### Selected gate families, run 1

Drawn at 4 px/µm.
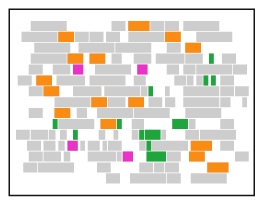
### Routed metal, one color a layer, run 1

Drawn at 4 px/µm.
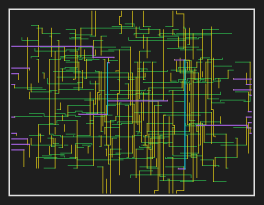
### Clock distribution, run 1

Drawn at 8 px/µm.
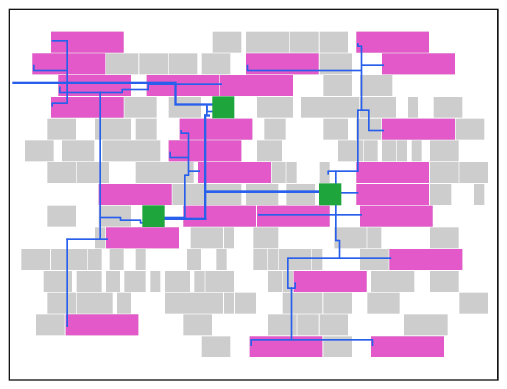
[config.mk]
export PLATFORM = sky130hd
export DESIGN_NAME = pipelined_adder
export DESIGN_NICKNAME = d
export VERILOG_FILES = /design/src/rtl/pipelined_adder.sv
export SDC_FILE = /design/constraint.sdc
export NUM_CORES = 1
export LEC_CHECK = 0
export ABC_AREA = 0
export CAP_MARGIN = 20
export CORE_ASPECT_RATIO = 0.75
export CORE_UTILIZATION = 47
export DETAILED_ROUTE_END_ITERATION = 8
export PLACE_DENSITY = 0.79
export SLEW_MARGIN = 10
export SYNTH_ARGS = -nofsm -noshare
export SYNTH_HDL_FRONTEND = slang
export SYNTH_SLANG_ARGS = --single-unit
[constraint.sdc]
create_clock -name clk -period 2.6 [get_ports clk]
set_clock_uncertainty 0.05 [all_clocks]
set_input_delay 0.65 -clock clk [delete_from_list [all_inputs] [get_ports clk]]
set_output_delay 0.65 -clock clk [all_outputs]
set_load 0.01 [all_outputs]
[src/rtl/pipelined_adder.sv]
// pipelined_adder: WIDTH-bit adder split into STAGES carry-chained chunks with valid/ready flow control.
// Optional feature macro: SUB_MODE_EN adds a 'sub' input selecting A - B - Cin.
module pipelined_adder #(
    parameter int WIDTH  = 8,
    parameter int STAGES = 2
) (
    input  logic             clk,
    input  logic             rst,
    input  logic [WIDTH-1:0] A,
    input  logic [WIDTH-1:0] B,
    input  logic             Cin,
`ifdef SUB_MODE_EN
    input  logic             sub,
`endif
    input  logic             valid_in,
    output logic             ready_in,
    output logic [WIDTH-1:0] Y,
    output logic             Cout,
    output logic             V,
    output logic             valid_out,
    input  logic             ready_out
);

    localparam int CHUNK = WIDTH / STAGES;
    localparam int LAST  = STAGES - 1;

    logic             advance;
    logic [WIDTH-1:0] b_eff;
    logic             cin_eff;
    logic             v_q;
    logic             v_d;

    assign advance  = !valid_out || ready_out;
    assign ready_in = advance;

`ifdef SUB_MODE_EN
    // A - B - Cin == A + ~B + ~Cin, so conditioning B and Cin on entry keeps every stage a plain adder.
    assign b_eff   = B ^ {WIDTH{sub}};
    assign cin_eff = Cin ^ sub;
`else
    assign b_eff   = B;
    assign cin_eff = Cin;
`endif

    generate
        for (genvar gi = 0; gi < STAGES; gi++) begin : g_stage
            localparam int DONE = (gi + 1) * CHUNK;
            localparam int REM  = WIDTH - DONE;

            logic             valid_q;
            logic             valid_d;
            logic             carry_q;
            logic             c_in;
            logic             c_out;
            logic [DONE-1:0]  sum_q;
            logic [DONE-1:0]  sum_d;
            logic [CHUNK-1:0] a_c;
            logic [CHUNK-1:0] b_c;
            logic [CHUNK-1:0] s_c;

            if (gi == 0) begin : g_src
                assign a_c     = A[CHUNK-1:0];
                assign b_c     = b_eff[CHUNK-1:0];
                assign c_in    = cin_eff;
                assign valid_d = valid_in;
                assign sum_d   = s_c;
            end else begin : g_src
                // The low chunk of the previous stage's skew register is this stage's operand slice.
                assign a_c     = g_stage[gi-1].g_skew.a_q[CHUNK-1:0];
                assign b_c     = g_stage[gi-1].g_skew.b_q[CHUNK-1:0];
                assign c_in    = g_stage[gi-1].carry_q;
                assign valid_d = g_stage[gi-1].valid_q;
                assign sum_d   = {s_c, g_stage[gi-1].sum_q};
            end

            assign {c_out, s_c} = {1'b0, a_c} + {1'b0, b_c} + {{CHUNK{1'b0}}, c_in};

            always_ff @(posedge clk or posedge rst) begin
                if (rst) begin
                    valid_q <= 1'b0;
                    carry_q <= 1'b0;
                    sum_q   <= '0;
                end else if (advance) begin
                    valid_q <= valid_d;
                    if (valid_d) begin
                        carry_q <= c_out;
                        sum_q   <= sum_d;
                    end
                end
            end

            if (REM > 0) begin : g_skew
                logic [REM-1:0] a_q;
                logic [REM-1:0] b_q;
                logic [REM-1:0] a_d;
                logic [REM-1:0] b_d;

                if (gi == 0) begin : g_in
                    assign a_d = A[WIDTH-1:DONE];
                    assign b_d = b_eff[WIDTH-1:DONE];
                end else begin : g_in
                    assign a_d = g_stage[gi-1].g_skew.a_q[REM+CHUNK-1:CHUNK];
                    assign b_d = g_stage[gi-1].g_skew.b_q[REM+CHUNK-1:CHUNK];
                end

                always_ff @(posedge clk or posedge rst) begin
                    if (rst) begin
                        a_q <= '0;
                        b_q <= '0;
                    end else if (advance && valid_d) begin
                        a_q <= a_d;
                        b_q <= b_d;
                    end
                end
            end
        end
    endgenerate

    // Carry into the MSB is recovered from the MSB's own sum bit rather than tapping the adder chain.
    assign v_d = g_stage[LAST].a_c[CHUNK-1] ^ g_stage[LAST].b_c[CHUNK-1]
               ^ g_stage[LAST].s_c[CHUNK-1] ^ g_stage[LAST].c_out;

    always_ff @(posedge clk or posedge rst) begin
        if (rst) begin
            v_q <= 1'b0;
        end else if (advance && g_stage[LAST].valid_d) begin
            v_q <= v_d;
        end
    end

    assign Y         = g_stage[LAST].sum_q;
    assign Cout      = g_stage[LAST].carry_q;
    assign V         = v_q;
    assign valid_out = g_stage[LAST].valid_q;

endmodule

==> out/notes.md, run 1 <==
The flow ran to the end, and the final reports show no timing, DRC or antenna violations. In this run, the number of DRC markers left after iteration 0 of detailed routing was 13. After its last routability iteration, the placer logged a weighted congestion of 0.690. For the final HPWL from detailed placement, the log shows 1800 µm. The cell at the root of the clock tree was clkbuf_4.

Most common cell in the netlist: dfrtp_1. After synthesis, the design contains 92 cells according to Yosys. The synthesized netlist devotes 12.7% of its cell area to adder and majority cells.

The area fraction in and, or, nand and nor cells was 5.73%; the area of the multi-input gates was 552 µm². Dividing total power by cell area gives a power density of 787 nW/µm². STA classifies the critical path endpoint as an output pin. The area occupied by registers was 626 µm². According to the Yosys statistics, the synthesized design has a chip area of 1220 µm². The number of placed instances, taps included, is 158. The run gives 197 as the layout filler cell count. Number of clock sinks: 25. For this run, the total global-route usage over all layers was measured as 19.1%.

The fraction of post-synthesis cell area in the top cell type by area came out at 51.2%. The post-synth tally of flip-flops with integrated enable was 0. The final layout contains 160 nets. The OpenROAD report gives the critical path a data arrival time of 1.77 ns.

The portion of synthesized area spent on multiplexers is 14.7%. Per the run summary, max-cap violations total 0. The floorplan has 15 rows. The first global-routing pass estimated 3680 µm of wire. The launch point of the critical path was reported as ready_out.
-- 'Selected gate families' (at the start) --
legend:
  multiplexers:
    color: orange
    cells: 15
    most_used: mux2_2
  AND-OR and OR-AND gates:
    color: magenta
    cells: 4
    most_used: a21o_1
  NAND gates:
    color: green
    cells: 12
    most_used: nand2_1

-- 'Routed metal, one color a layer' (at the start) --
legend:
  metal 3:
    color: purple
    wire_length: 102 µm
  metal 2:
    color: yellow
    wire_length: 1100 µm
  metal 4:
    color: cyan
    wire_length: 40.1 µm
  metal 1:
    color: green
    wire_length: 1010 µm

-- 'Clock distribution' (at the start) --
legend:
  clock drivers:
    color: green
    count: 3
  flip-flops:
    color: magenta
    count: 25
  clock wires:
    color: blue
    length: 279 µm
routed clock nets: 4
Power Clock: 172 µW
clock share of power: 13.7%
Skew-Pair Late Insertion Delay: 0.32 ns

==> run 1: logic make-up (layout without fill, tap and decap cells) <==
logic type,Yosys count,count (layout)
flip-flops,25,25
AND/OR/NAND/NOR,12,12
XOR/XNOR,5,5
adder cells (fa/ha/maj),10,10
buffers and inverters,8,44
multiplexers,15,15
AND-OR/OR-AND,17,17
==> run 1: layout by cell type (no fill, tap or decap), types with 3 or more instances in the layout <==
cell             Yosys  layout
inv_1                6       6
a21o_1               4       4
clkbuf_4             0       3
nand2_1              9       9
fa_1                 4       4
dfrtp_1             25      25
xor2_1               3       3
mux2_2              12      12
clkdlybuf4s50_1      0      32
o21ai_0              8       8
mux2_4               3       3
ha_1                 6       6
==> run 1: registers in the layout, indices dropped and copies added (netlist names) <==
signal	cells
Cout	1
g_stage.sum_q	4
g_stage.carry_q	1
valid_out	1
g_stage.g_skew.b_q	4
Y	8
g_stage.valid_q	1
g_stage.g_skew.a_q	4
V	1
==> run 1: critical path, stage by stage <==
cell and delay, ns:
clkdlybuf4s50_1 0.47, nand2b_4 0.12, clkdlybuf4s50_1 0.53
==> run 1: final cells by class <==
type | count | area share, %
tap | 34 | 2.65
timing repair buffer | 34 | 20.9
multi-input combinational | 59 | 34.4
sequential | 25 | 39.0
clock buffer | 4 | 1.64
inverter | 6 | 1.40
==> run 1: power by group <==
part | leakage (nW) | switching [mW] | internal, mW
Sequential | 0.299 | 0.0717 | 0.505
Combinational | 0.426 | 0.203 | 0.310
Clock | 0.0150 | 0.112 | 0.0601
==> run 1: per-layer routing <==
metal  track usage, %  up-vias
met3             5.62        5
met2             30.8       23
met4             5.91        0
met1             25.0      364
li1                 -      381
met5                0        -
==> run 1: stage by stage <==
stage	util, %	setup slack, ns	total power, mW	hold WS, ns
6_report	67.3	0.132	1.26	0.452
5_1_grt	67.3	0.100	1.35	0.491
4_1_cts	67.3	0.125	1.28	0.459
3_5_place_dp	66.2	0.135	1.11	0.429
3_3_place_gp	66.2	0.153	1.08	0.411
2_1_floorplan	-	0.695	0.858	0.395
==> run 1: worst min-delay path by stage <==
stage / to / slack, ns / cells after the start
after floorplan: g_stage[0].sum_q[2] / 0.40 / 2
after global placement: Cout / 0.41 / 2
after detailed placement: Cout / 0.43 / 2
after CTS: Cout / 0.46 / 2
after global routing: Y[7] / 0.49 / 2
final: Cout / 0.45 / 2
==> run 2: changes to the inputs <==
--- a/config.mk
+++ b/config.mk
@@ -7,7 +7,8 @@
 export LEC_CHECK = 0
 export ABC_AREA = 0
 export CAP_MARGIN = 20
-export CORE_ASPECT_RATIO = 0.75
+export CORE_ASPECT_RATIO = 0.9
+export CORE_MARGIN = 2
 export CORE_UTILIZATION = 47
 export DETAILED_ROUTE_END_ITERATION = 8
 export PLACE_DENSITY = 0.79
### Metal 3, run 2

Drawn at 8 px/µm.
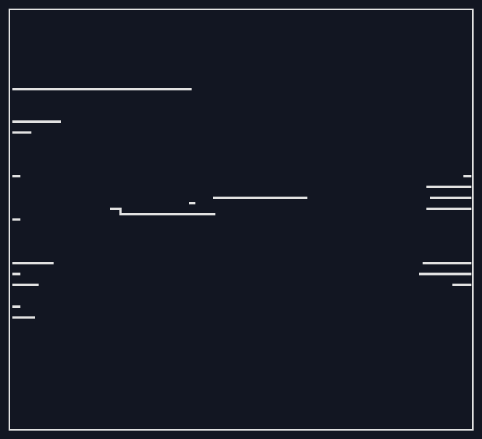
longest straight run: 22.1 µm
share of all routed wire: 5.0%
wire length on this layer: 98.4 µm

### Selected gate families, run 2

Drawn at 4 px/µm.
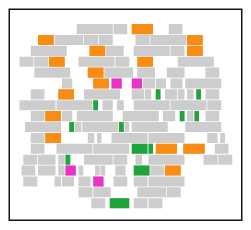
legend:
  AND-OR and OR-AND gates:
    color: magenta
    cells: 4
    most_used: a21o_1
  multiplexers:
    color: orange
    cells: 15
    most_used: mux2_2
  NAND gates:
    color: green
    cells: 12
    most_used: nand2_1
non-filler instance count after layout: 156
most common cell after layout, fill and taps aside: clkdlybuf4s50_1
combinational fraction of the cell area: 34.5%

==> out/notes.md, run 2 <==
The run gives 875 µW (about the same) for the internal cell power. The post-synth tally of flip-flops with integrated enable was 0 (unchanged). The fraction of post-synthesis cell area in the top cell type by area was 51.2% (unchanged); the met1 layer usage reported by global route was 20.5% (-4.5 points). Per the detail_route report, DRC violations left total 0. The run gives 784 nW/µm² (-0.42%) for the total power density per cell area. The tree is rooted in a clkbuf_4. The cell that appears most often on the critical path is clkdlybuf4s50_1.

The violation count after the first detailed-routing iteration is 8 (-5). The run gives 45.6% (about the same) as the sequential share of power. For the clock network latency to the later pin of the worst-skew pair, the log shows 0.32 ns (about the same). The run gives 26.9% (-3.9 points) as the routing usage on met2. The biggest cell delay along the critical path was 0.54 ns (about the same). The run finished with clean final reports. The layer with the highest usage is met2.

Counting every net in the synthesized netlist gives 123. The layout net count was 160 (unchanged). The slowest stage cell on the critical path was clkdlybuf4s50_1. For the met3 usage in global routing, the log shows 5.19% (-0.43 points). The endpoint kind of the worst setup timing path was an output pin. The total global routing track utilization was 16.1% (-3.0 points); the number of rows in the core area was 17 (+2). The cell sequence reported for the critical path is clkdlybuf4s50_1 -> nand2b_4 -> clkdlybuf4s50_1. For the number of standard cells reported by yosys, the log shows 92 (unchanged). The logs give 3570 µm (-3.0%) for the global-route wire length before repair and 3030 µm² for the area of the chip. The placed instance count came out at 152 (-3.8%). The portion of total power attributed to combinational logic came out at 40.6% (about the same). The switching component of the power is 380 µW (-2.0%).

For the final HPWL from detailed placement, the log shows 1540 µm (-14%). Switching share of power: 30.3% (-0.40 points). The placer congestion estimate came out at 0.733 (+6.2%). In the layout the commonest cells are clkdlybuf4s50_1, dfrtp_1, mux2_2, nand2_1, o21ai_0. For the data arrival at the endpoint of the critical path, the log shows 1.76 ns (about the same).

The flip-flop count of the largest register after layout was 8 (unchanged). The run gives 0 (unchanged) as the number of violations of the max-capacitance limit. The most common cell in the netlist was dfrtp_1. The run gives 1.25 mW (-0.66%) as the overall power of the completed layout. TritonCTS built the clock tree. The cell area that synthesis handed to floorplanning was 1220 µm².
### Clock nets, run 2

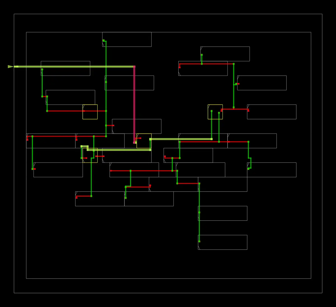
number of CTS-inserted buffers: 3
clock tree buffer count of the final layout: 3
clk sinks: 25
Flop Count: 25

run 2: cell counts after synthesis:
No cell type changed its count.
run 2: power by group through the flow:
stage	clock network (mW)	logic (mW)	registers, mW
final	0.172	0.510	0.572
after global routing	0.201	0.558	0.589
after CTS	0.181	0.517	0.576
after detailed placement	0	0.512	0.584
after global placement	0	0.496	0.579
after floorplan	0	0.250	0.608
run 2: layout make-up:
class / instances / area [µm²]
flip-flops and latches: 25 / 626
inverters: 6 / 22.5
fillers: 193 / 867
multi-input cells: 59 / 552
well taps: 28 / 35.0
repair buffers: 34 / 335
clock inverters: 1 / 7.51
clock buffers: 3 / 22.5
run 2: worst paths after layout:
path / from / end / slack (ns) / cells past startpoint
max: ready_out / ready_in / 0.14 / 3
min: Y[7] / Y[7] / 0.44 / 2
max reg2reg: g_stage[0].carry_q / V / 0.55 / 6
min reg2reg: Y[7] / Y[7] / 0.44 / 2
max in group asynchronous: rst / Y[2] / 1.65 / 3
min in group asynchronous: rst / Y[0] / 0.61 / 3
run 2: layer usage:
metal | vias up | wire length, µm
met4 | 0 | 14
met2 | 21 | 982
met1 | 367 | 862
met5 | - | 0
li1 | 384 | -
met3 | 2 | 98
run 2: cell families after synthesis:
logic type | share of synthesized area [%]
flops | 51.2
mux | 14.7
buf+inv | 3.68
simple gates | 5.73
compound gates | 8.39
fa+ha+maj | 12.7
xor+xnor | 3.58
run 2: critical path: cells and delay by family:
| kind | cells | cell delay, ns |
|---|---|---|
| buffers and inverters | 2 | 1.00 |
| and+or+nand+nor | 1 | 0.12 |
run 2: metrics by stage:
step,cell area (µm²),setup WS [ns],hold slack (ns),util (%)
3_5_place_dp,1570,0.136,0.419,63.6
5_1_grt,1600,0.103,0.473,64.9
4_1_cts,1600,0.129,0.451,64.9
3_3_place_gp,1570,0.156,0.410,63.6
2_1_floorplan,1220,0.695,0.395,-
6_report,1600,0.138,0.441,64.9
==> run 3: changes to the inputs <==
--- a/config.mk
+++ b/config.mk
@@ -12,6 +12,7 @@
 export CORE_UTILIZATION = 47
 export DETAILED_ROUTE_END_ITERATION = 8
 export PLACE_DENSITY = 0.79
+export SKIP_CTS_REPAIR_TIMING = 1
 export SLEW_MARGIN = 10
 export SYNTH_ARGS = -nofsm -noshare
 export SYNTH_HDL_FRONTEND = slang
### Clock distribution, run 3

Drawn at 8 px/µm.
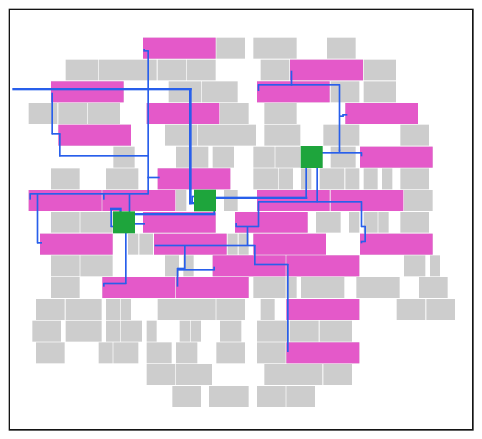
legend:
  flip-flops:
    color: magenta
    count: 25
  clock drivers:
    color: green
    count: 3
  clock wires:
    color: blue
    length: 254 µm
routed clock nets: 4

### Metal 3, run 3

Drawn at 8 px/µm.
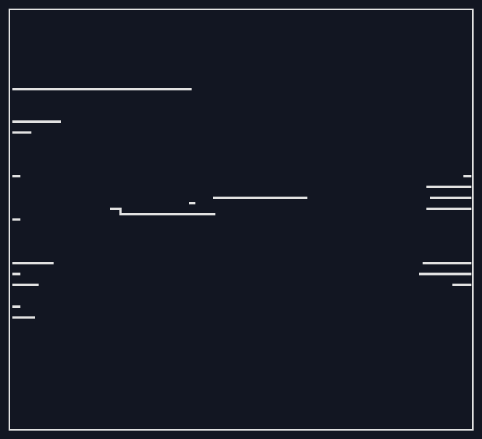
main direction: horizontal
longest straight run: 22.1 µm
nets with wire on the layer: 18
wire length reported by the detailed router: 1960 µm
via count: 774
met3 usage in global routing: 5.19%

==> out/notes.md, run 3 <==
The worst hold slack across all endpoints was 0.441 ns (unchanged). The run gives 2 (unchanged) for the count of cells along the worst hold path. The number of violations of the max-capacitance limit was 0 (unchanged). The post-synth tally of flip-flops with integrated enable works out to 0 (unchanged). The area of the chip came out at 3030 µm² (unchanged). The flow ran to the end, and the final reports show no timing, DRC or antenna violations. The run gives 8 (unchanged) as the violation count after the first detailed-routing iteration. STA classifies the critical path endpoint as an output pin. The clock network latency to the later pin of the worst-skew pair is 0.32 ns (about the same), and the total power density per cell area is 784 nW/µm² (unchanged). The layout net count is 160 (unchanged), and the final HPWL from detailed placement is 1540 µm (unchanged). The tools report the number of clock sinks as 25 (unchanged).

The synthesis stats list as the most numerous cell dfrtp_1. With the length in cells of the worst reg-to-reg path at 6 (unchanged), the overall power of the completed layout is 1.25 mW (unchanged). Number of rows in the core area: 17 (unchanged). The total global routing track utilization is 16.1% (unchanged).

Per the cell usage report, the commonest logic cells after layout are clkdlybuf4s50_1, dfrtp_1, mux2_2, nand2_1, o21ai_0. TritonCTS built the clock tree. For the number of buffers inserted during clock tree synthesis, the log shows 3 (unchanged). Placer congestion estimate: 0.733 (unchanged). The run gives 1220 µm² (unchanged) as the area of the mapped netlist. The run gives 3570 µm (unchanged) as the global-route wire length before repair. The remaining routing DRC violations was 0 (unchanged); the number of nets at floorplan was 123 (unchanged). Per the cell usage report, the commonest logic cell in the layout is clkdlybuf4s50_1. Cell at the root of the clock tree: clkbuf_4. For the data arrival at the endpoint of the critical path, the log shows 1.76 ns (about the same). The clock period minus worst slack was 2.46 ns.
### Selected gate families, run 3

Drawn at 4 px/µm.
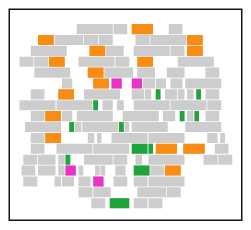
legend:
  AND-OR and OR-AND gates:
    color: magenta
    cells: 4
    most_used: a21o_1
  NAND gates:
    color: green
    cells: 12
    most_used: nand2_1
  multiplexers:
    color: orange
    cells: 15
    most_used: mux2_2

[run 3: cell counts after synthesis]
Identical to the previous run, type by type.
[run 3: per-stage QoR]
step	area (µm²)	util [%]	setup slack, ns	cells
2_1_floorplan	1220	-	0.695	92
3_3_place_gp	1570	63.6	0.156	152
3_5_place_dp	1570	63.6	0.136	152
4_1_cts	1600	64.9	0.129	156
5_1_grt	1600	64.9	0.103	156
6_report	1600	64.9	0.138	156
[run 3: where the power goes]
part           internal [mW]  total [mW]  switching [mW]
Clock                 0.0588       0.172           0.113
Combinational          0.311       0.510           0.199
Sequential             0.505       0.572          0.0675
Total                  0.875        1.25           0.380
[run 3: cell type report]
type / count / area [µm²]
clock buffers: 3 / 22.5
flip-flops and latches: 25 / 626
well taps: 28 / 35.0
inverters: 6 / 22.5
clock inverters: 1 / 7.51
repair buffers: 34 / 335
multi-input cells: 59 / 552
fillers: 193 / 867
[run 3: per-layer routing]
metal / wire [µm] / GRT usage, %
met1: 862 / 20.5
met2: 982 / 26.9
met3: 98 / 5.19
met4: 14 / 3.49
met5: 0 / 0
[run 3: critical path: stages]
cell and delay, ns:
clkdlybuf4s50_1 0.46, nand2b_4 0.12, clkdlybuf4s50_1 0.54
[run 3: cells by family after synthesis]
group / count (synthesis) / share of synthesized area (%)
AOI/OAI and AO/OA: 17 / 8.39
adders and majority gates: 10 / 12.7
DFF: 25 / 51.2
muxes: 15 / 14.7
buffers and inverters: 8 / 3.68
xor gates and xnor gates: 5 / 3.58
and+or+nand+nor: 12 / 5.73
[run 3: final timing paths]
kind,start,endpoint,slack [ns]
max,ready_out,ready_in,0.14
min,Y[7],Y[7],0.44
max reg2reg,g_stage[0].carry_q,V,0.55
min reg2reg,Y[7],Y[7],0.44
max in group asynchronous,rst,Y[2],1.65
min in group asynchronous,rst,Y[0],0.61
Power is estimated from default activity; no workload was simulated.
